run_1/sizing.png
Bar = 50 um.
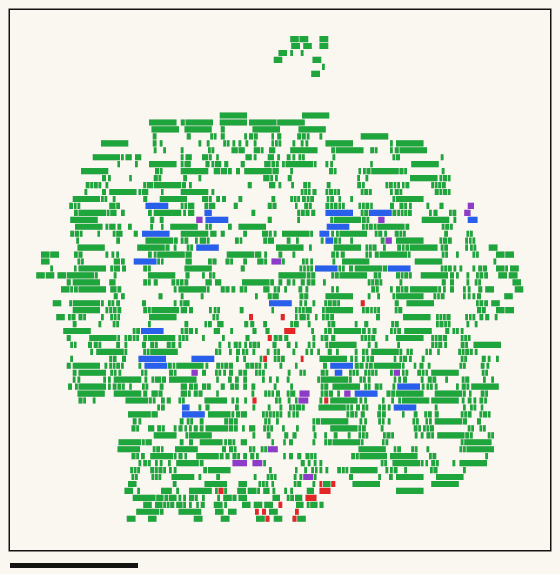
run_1/class_map.png
Bar = 50 um.
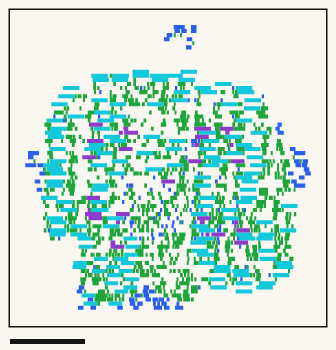
run_1/gates.png
Bar = 50 um.
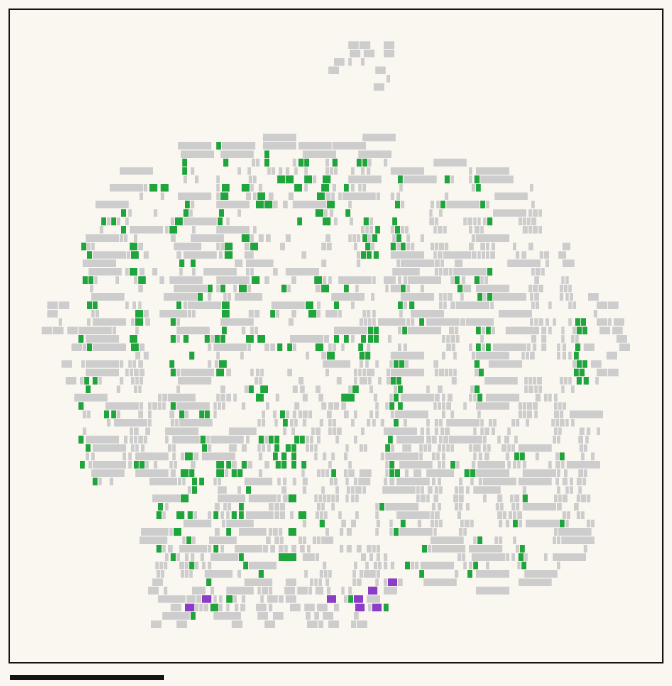
File: config.mk
export PLATFORM = sky130hd
export DESIGN_NAME = regfile_mp
export DESIGN_NICKNAME = d
export VERILOG_FILES = /design/src/rtl/regfile_mp.sv
export SDC_FILE = /design/constraint.sdc
export NUM_CORES = 1
export LEC_CHECK = 0
export ABC_AREA = 1
export CORE_MARGIN = 10
export CORE_UTILIZATION = 28
export CTS_CLUSTER_DIAMETER = 100
export DETAILED_ROUTE_END_ITERATION = 10
export GPL_TIMING_DRIVEN = 0
export RECOVER_POWER = 100
export SLEW_MARGIN = 0
export SYNTH_ARGS = -nofsm -noshare
export SYNTH_HDL_FRONTEND = slang
export SYNTH_SLANG_ARGS = --single-unit
export TNS_END_PERCENT = 50
File: constraint.sdc
create_clock -name clk -period 4.8 [get_ports clk]
set_input_delay 0.48 -clock clk [delete_from_list [all_inputs] [get_ports clk]]
set_output_delay 0.48 -clock clk [all_outputs]
set_load 0.02 [all_outputs]
File: src/rtl/regfile_mp.sv
// Multi-port register file: two write ports, NRD bypassed read ports, optional zero register,
// per-register busy scoreboard and a hardware clear sweep that runs after reset or on request.
module regfile_mp #(
    parameter int WIDTH    = 8,
    parameter int DEPTH    = 16,
    parameter int NRD      = 2,
    parameter int ZERO_REG = 1,
    localparam int AW      = $clog2(DEPTH)
) (
    input  logic                 clk,
    input  logic                 rst_n,
    input  logic                 clk_en,
    input  logic                 clr,
    output logic                 ready,
    input  logic                 we0,
    input  logic [AW-1:0]        wa0,
    input  logic [WIDTH-1:0]     wd0,
    input  logic                 we1,
    input  logic [AW-1:0]        wa1,
    input  logic [WIDTH-1:0]     wd1,
    input  logic [NRD*AW-1:0]    ra,
    output logic [NRD*WIDTH-1:0] rd,
    output logic [NRD-1:0]       busy,
    input  logic                 sb_set,
    input  logic [AW-1:0]        sb_addr
);

    localparam logic          ZERO_EN = (ZERO_REG != 0);
    localparam logic [AW-1:0] LAST    = AW'(DEPTH - 1);

    typedef enum logic {
        CLEAR,
        RUN
    } state_t;

    state_t            state, state_nxt;
    logic [AW-1:0]     idx, idx_nxt;
    logic [DEPTH-1:0]  sb, sb_nxt;
    logic [WIDTH-1:0]  mem [DEPTH];

    logic wr0, wr1, sb_set_eff, clr_go;

    assign ready      = (state == RUN);
    assign wr0        = we0 && clk_en && ready && !(ZERO_EN && wa0 == '0);
    assign wr1        = we1 && clk_en && ready && !(ZERO_EN && wa1 == '0);
    assign sb_set_eff = sb_set && clk_en && ready && !(ZERO_EN && sb_addr == '0);
    assign clr_go     = clr && clk_en && ready;

    // NOTE: every signal written in always_comb gets a default first so no latch is inferred.
    always_comb begin
        state_nxt = state;
        idx_nxt   = idx;
        if (clk_en) begin
            case (state)
                CLEAR: begin
                    idx_nxt = idx + 1'b1;
                    if (idx == LAST) begin
                        state_nxt = RUN;
                        idx_nxt   = '0;
                    end
                end
                RUN: begin
                    if (clr) begin
                        state_nxt = CLEAR;
                        idx_nxt   = '0;
                    end
                end
                default: state_nxt = CLEAR;
            endcase
        end
    end

    // A write retires the producer; a same-cycle set means a new producer is already in flight.
    always_comb begin
        sb_nxt = sb;
        if (clr_go) begin
            sb_nxt = '0;
        end else begin
            if (wr0)        sb_nxt[wa0]     = 1'b0;
            if (wr1)        sb_nxt[wa1]     = 1'b0;
            if (sb_set_eff) sb_nxt[sb_addr] = 1'b1;
        end
    end

    // NOTE: sequential state uses non-blocking assignments so all registers update together.
    always_ff @(posedge clk or negedge rst_n) begin
        if (!rst_n) begin
            state <= CLEAR;
            idx   <= '0;
            sb    <= '0;
        end else begin
            state <= state_nxt;
            idx   <= idx_nxt;
            sb    <= sb_nxt;
        end
    end

    // NOTE: the array has no reset; the sweep zeroes it, which keeps it mappable to plain RAM.
    always_ff @(posedge clk) begin
        if (clk_en && !ready) begin
            mem[idx] <= '0;
        end else begin
            if (wr0) mem[wa0] <= wd0;
            if (wr1) mem[wa1] <= wd1;
        end
    end

    for (genvar i = 0; i < NRD; i++) begin : g_rd
        logic [AW-1:0]    addr;
        logic             zero_hit, hit0, hit1;
        logic [WIDTH-1:0] data;

        assign addr     = ra[i*AW +: AW];
        assign zero_hit = ZERO_EN && (addr == '0);
        assign hit1     = wr1 && (wa1 == addr);
        assign hit0     = wr0 && (wa0 == addr);

        always_comb begin
            data = '0;
            if (ready && !zero_hit) begin
                if (hit1)      data = wd1;
                else if (hit0) data = wd0;
                else           data = mem[addr];
            end
        end

        assign rd[i*WIDTH +: WIDTH] = data;
        assign busy[i]              = ready && !zero_hit && sb[addr] && !(hit0 || hit1);
    end

endmodule

==> results.py, run 1 <==
# Synthesis and PnR figures
metrics = {
    "finish": {
        "insertedDiodeCount": 0,
        "non_clock_inverter_count": 136,
        "max_flop_register": "mem",
        "largest_reg_flops": 128,
        "drive_gt1_share_pct": 4.00,
        "final-seq-area_mm2": 0.00437,
        "dominant-cell-class": "combinational gates",
        "ff_count": 149,
        "lay_top_count": "sky130_fd_sc_hd__nand2_1",
    },
    "die": {
        "count_of_pins_on_the_block_boundary": 62,
        "initCoreUtil_pct": 28.2,
        "die_y_um": 211,
    },
    "run": {
        "warning_count": 26,
        "maximum_capacitance_violations": 3,
    },
    "drt": {
        "met2RoutedLength_um": 21000,
        "routed_wl_um": 46000,
        "top_signal_layer_used": "met4",
        "met3RoutedLength_um": 4540,
        "detailedRoute.firstPassIterationCount": 8,
    },
    "grt": {
        "grt_util_all_layers_pct": 20.3,
        "grt_use_met3_pct": 3.39,
        "grt_start_max_net_pins": 22,
    },
    "worst_setup_path": {
        "cp_num_cells": 11,
        "worst_ep_required_time_ns": 4.32,
        "timing.setup.critical_path_class": "in2out",
        "crit_path_frequent_cell": "sky130_fd_sc_hd__nand2_1",
        "cp_top_delay_family": "buffers and inverters",
    },
    "power": {
        "pg_clk_mw": 1.42,
        "pwr-share-clk_pct": 39.4,
        "finalPower_mw": 3.61,
        "total_switching_power_mw": 1.12,
        "internal_power_mw": 2.49,
    },
    "min_path": {
        "hold_depth": 2,
    },
    "status": {
        "run_status": "finished with violations",
        "violated_checks": "capacitance limit, slew limit",
    },
    "cts": {
        "root_buffer": "sky130_fd_sc_hd__clkbuf_16",
        "ctsLongestPathBuffers": 2,
        "cts.repair.resized": 0,
    },
    "synth": {
        "count_of_library_flops_with_an_enable_pin": 128,
        "synth-warning-count": 0,
        "yosys.stat.chipArea_mm2": 0.0102,
        "ys_top_cells_by_area": "sky130_fd_sc_hd__edfxtp_1 38%, sky130_fd_sc_hd__nand2_1 18%, sky130_fd_sc_hd__nand3_1 9.1%",
        "synthesis.instances": 1436,
        "most_common_library_cells_after_synthesis": "503 x sky130_fd_sc_hd__nand2_1, 186 x sky130_fd_sc_hd__nand3_1, 154 x sky130_fd_sc_hd__o21ai_0, 129 x sky130_fd_sc_hd__inv_1, 128 x sky130_fd_sc_hd__edfxtp_1",
        "ff_latch_count_synth": 149,
    },
    "timing": {
        "timing.final.hold_violations": 0,
        "maxSlewViolCount": 18,
        "hold-worst-slack_ns": 0.568,
    },
}
-- sizing.png (at the start) --
| colour | size | cells | share | most used |
|---|---|---|---|---|
| red | x2 | 20 | 1.3% | buf_2 |
| green | x1 and smaller | 1465 | 96% | nand2_1 |
| purple | x3 and x4 | 15 | 0.98% | clkinvlp_4 |
| blue | x6 and larger | 26 | 1.7% | clkbuf_16 |
final critical-path setup slack: 0.205 ns
layout overhead on the synthesized area: 15.9%

-- class_map.png (at the start) --
| colour | class | cells | share of their area |
|---|---|---|---|
| purple | clock drivers and dummy loads | 32 | 5.3% |
| blue | remaining buffers and delay cells | 151 | 8.4% |
| cyan | registers | 149 | 39% |
| green | remaining logic cells | 1194 | 48% |
final core utilization: 32.7%
row count: 70
core region area: 0.0363 mm2
Final Instance Area: 0.0119 mm2
fraction of standard cell area that is sequential: 36.8%

-- gates.png (at the start) --
| colour | family | cells | most used |
|---|---|---|---|
| green | aoi and oai cells | 279 | o21ai_0 |
| purple | xor and xnor cells | 8 | xnor2_1 |

==> run 2, diff against run 1 <==
CAP_MARGIN = 20   (was unset)
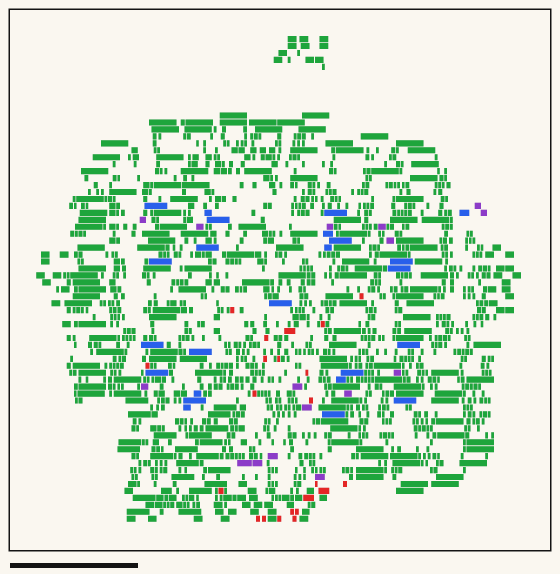
run_2/sizing.png
Bar = 50 um.
count of non-CTS buffers in the layout: 158
layout overhead on the synthesized area: 15.6%

==> run 2 against run 1 <==
  * Maximum frequency fell by 0.56%
  * Power fell by 3.9%
  * Final cell count rose by 0.35%
  * Synthesized area did not move
  * Final area fell by 0.30%
  * Register-to-register slack improved by 0.02 ns
  * Non-clock buffer count rose by 7
  * Synthesized cell count did not move
  * Combinational power barely moved
  * The flow still finishes with violations (capacitance limit, slew limit)
  * Largest cell class unchanged
  * Sequential share of layout area rose by 0.11 points
  * Utilization fell by 0.10 points
  * Hold slack got worse by 0.00075 ns
==> results.py, run 2 <==
# Synthesis and PnR figures
metrics = {
    "status": {
        "run_status": "finished with violations",
        "violated_checks": "capacitance limit, slew limit",
    },
    "synth": {
        "synthesis.instances": 1436,
        "ys_top_cells_by_area": "sky130_fd_sc_hd__edfxtp_1 38%, sky130_fd_sc_hd__nand2_1 18%, sky130_fd_sc_hd__nand3_1 9.1%",
        "yosys.area.top_type": "sky130_fd_sc_hd__edfxtp_1",
        "synth_cell_types": 35,
        "aoi_share_pct": 15.4,
        "synth-warning-count": 0,
        "most_common_library_cells_after_synthesis": "503 x sky130_fd_sc_hd__nand2_1, 186 x sky130_fd_sc_hd__nand3_1, 154 x sky130_fd_sc_hd__o21ai_0, 129 x sky130_fd_sc_hd__inv_1, 128 x sky130_fd_sc_hd__edfxtp_1",
        "ff_latch_count_synth": 149,
        "mappedNetlistArea_mm2": 0.0102,
        "syn_avg_cell_area_um2": 7.14,
        "fa_ha_area_share_pct": 0.122,
        "synth_sequential_area_ratio_pct": 42.6,
        "count_of_library_flops_with_an_enable_pin": 128,
        "yosys.stat.chipArea_mm2": 0.0102,
    },
    "finish": {
        "largest_reg_flops": 128,
        "drive_gt1_share_pct": 4.04,
        "final-seq-area_mm2": 0.00437,
        "post-route-cell-area_mm2": 0.0118,
        "insertedDiodeCount": 0,
        "ff_count": 149,
        "lay_top_count": "sky130_fd_sc_hd__nand2_1",
        "non_clock_inverter_count": 136,
        "dominant-cell-class": "combinational gates",
        "finalCoreUtilization_pct": 32.6,
        "area_taken_by_multi_input_logic_gates_mm2": 0.00485,
        "max_flop_register": "mem",
        "area.share.sequential_pct": 36.9,
        "design.final.nets": 1564,
    },
    "drt": {
        "number_of_antenna_violating_nets_in_the_routed_design": 0,
        "detailedRoute.firstPassIterationCount": 6,
        "top_signal_layer_used": "met4",
        "met3RoutedLength_um": 5110,
        "routed_wl_um": 46100,
        "met2RoutedLength_um": 21100,
    },
    "timing": {
        "postLayoutSetupSlackWorst_ns": 0.179,
        "hold-worst-slack_ns": 0.568,
        "min_period_over_period_pct": 96.3,
        "timing.final.hold_violations": 0,
        "maxSlewViolCount": 27,
    },
    "power": {
        "internal_power_mw": 2.34,
        "total_switching_power_mw": 1.13,
        "comb_cell_power_uw": 653,
        "power.density_cell_area_mw_per_mm2": 293,
        "pg_clk_mw": 1.28,
        "peak_ir_drop_on_the_vdd_network_v": 0.000256,
        "pwr-share-clk_pct": 36.9,
        "finalPower_mw": 3.47,
    },
    "min_path": {
        "worst_min_delay_path_category": "reg2reg",
        "hold_depth": 2,
    },
    "worst_setup_path": {
        "cp_top_delay_family": "buffers and inverters",
        "cp_num_cells": 11,
        "timing.setup.critical_path_class": "in2out",
        "crit_path_frequent_cell": "sky130_fd_sc_hd__nand2_1",
        "worst_ep_required_time_ns": 4.32,
        "path_cells": "clkdlybuf4s50_1 -> inv_1 -> clkbuf_1 -> nor2_1 -> nand3_1 -> nand2_1 -> nor2_1 -> nand2_1 -> nand2_1 -> a21oi_1 -> dlygate4sd3_1",
    },
    "cts": {
        "ctsLongestPathBuffers": 2,
        "holdBufCountCts": 0,
        "path_clk_slew_ns": 0.06,
        "root_buffer": "sky130_fd_sc_hd__clkbuf_16",
        "cts.repair.resized": 0,
        "postCtsSetupRepairBufs": 0,
    },
    "die": {
        "placeableCoreArea_mm2": 0.0363,
        "num_tap_cells": 468,
        "die_y_um": 211,
        "initCoreUtil_pct": 28.2,
        "count_of_pins_on_the_block_boundary": 62,
        "floorplan.rows": 70,
    },
    "grt": {
        "grt_use_met3_pct": 5.00,
        "grt_util_all_layers_pct": 20.5,
        "global_route_wire_length_before_repair_um": 67100,
        "gr_met1_demand_resource_pct": 25.9,
        "grt_start_max_net_pins": 22,
    },
    "run": {
        "warning_count": 26,
        "maximum_capacitance_violations": 3,
    },
    "placed_design": {
        "placedInstanceArea_mm2": 0.0114,
    },
}
Power figures rest on the tool's default switching activity, not on a simulated workload.
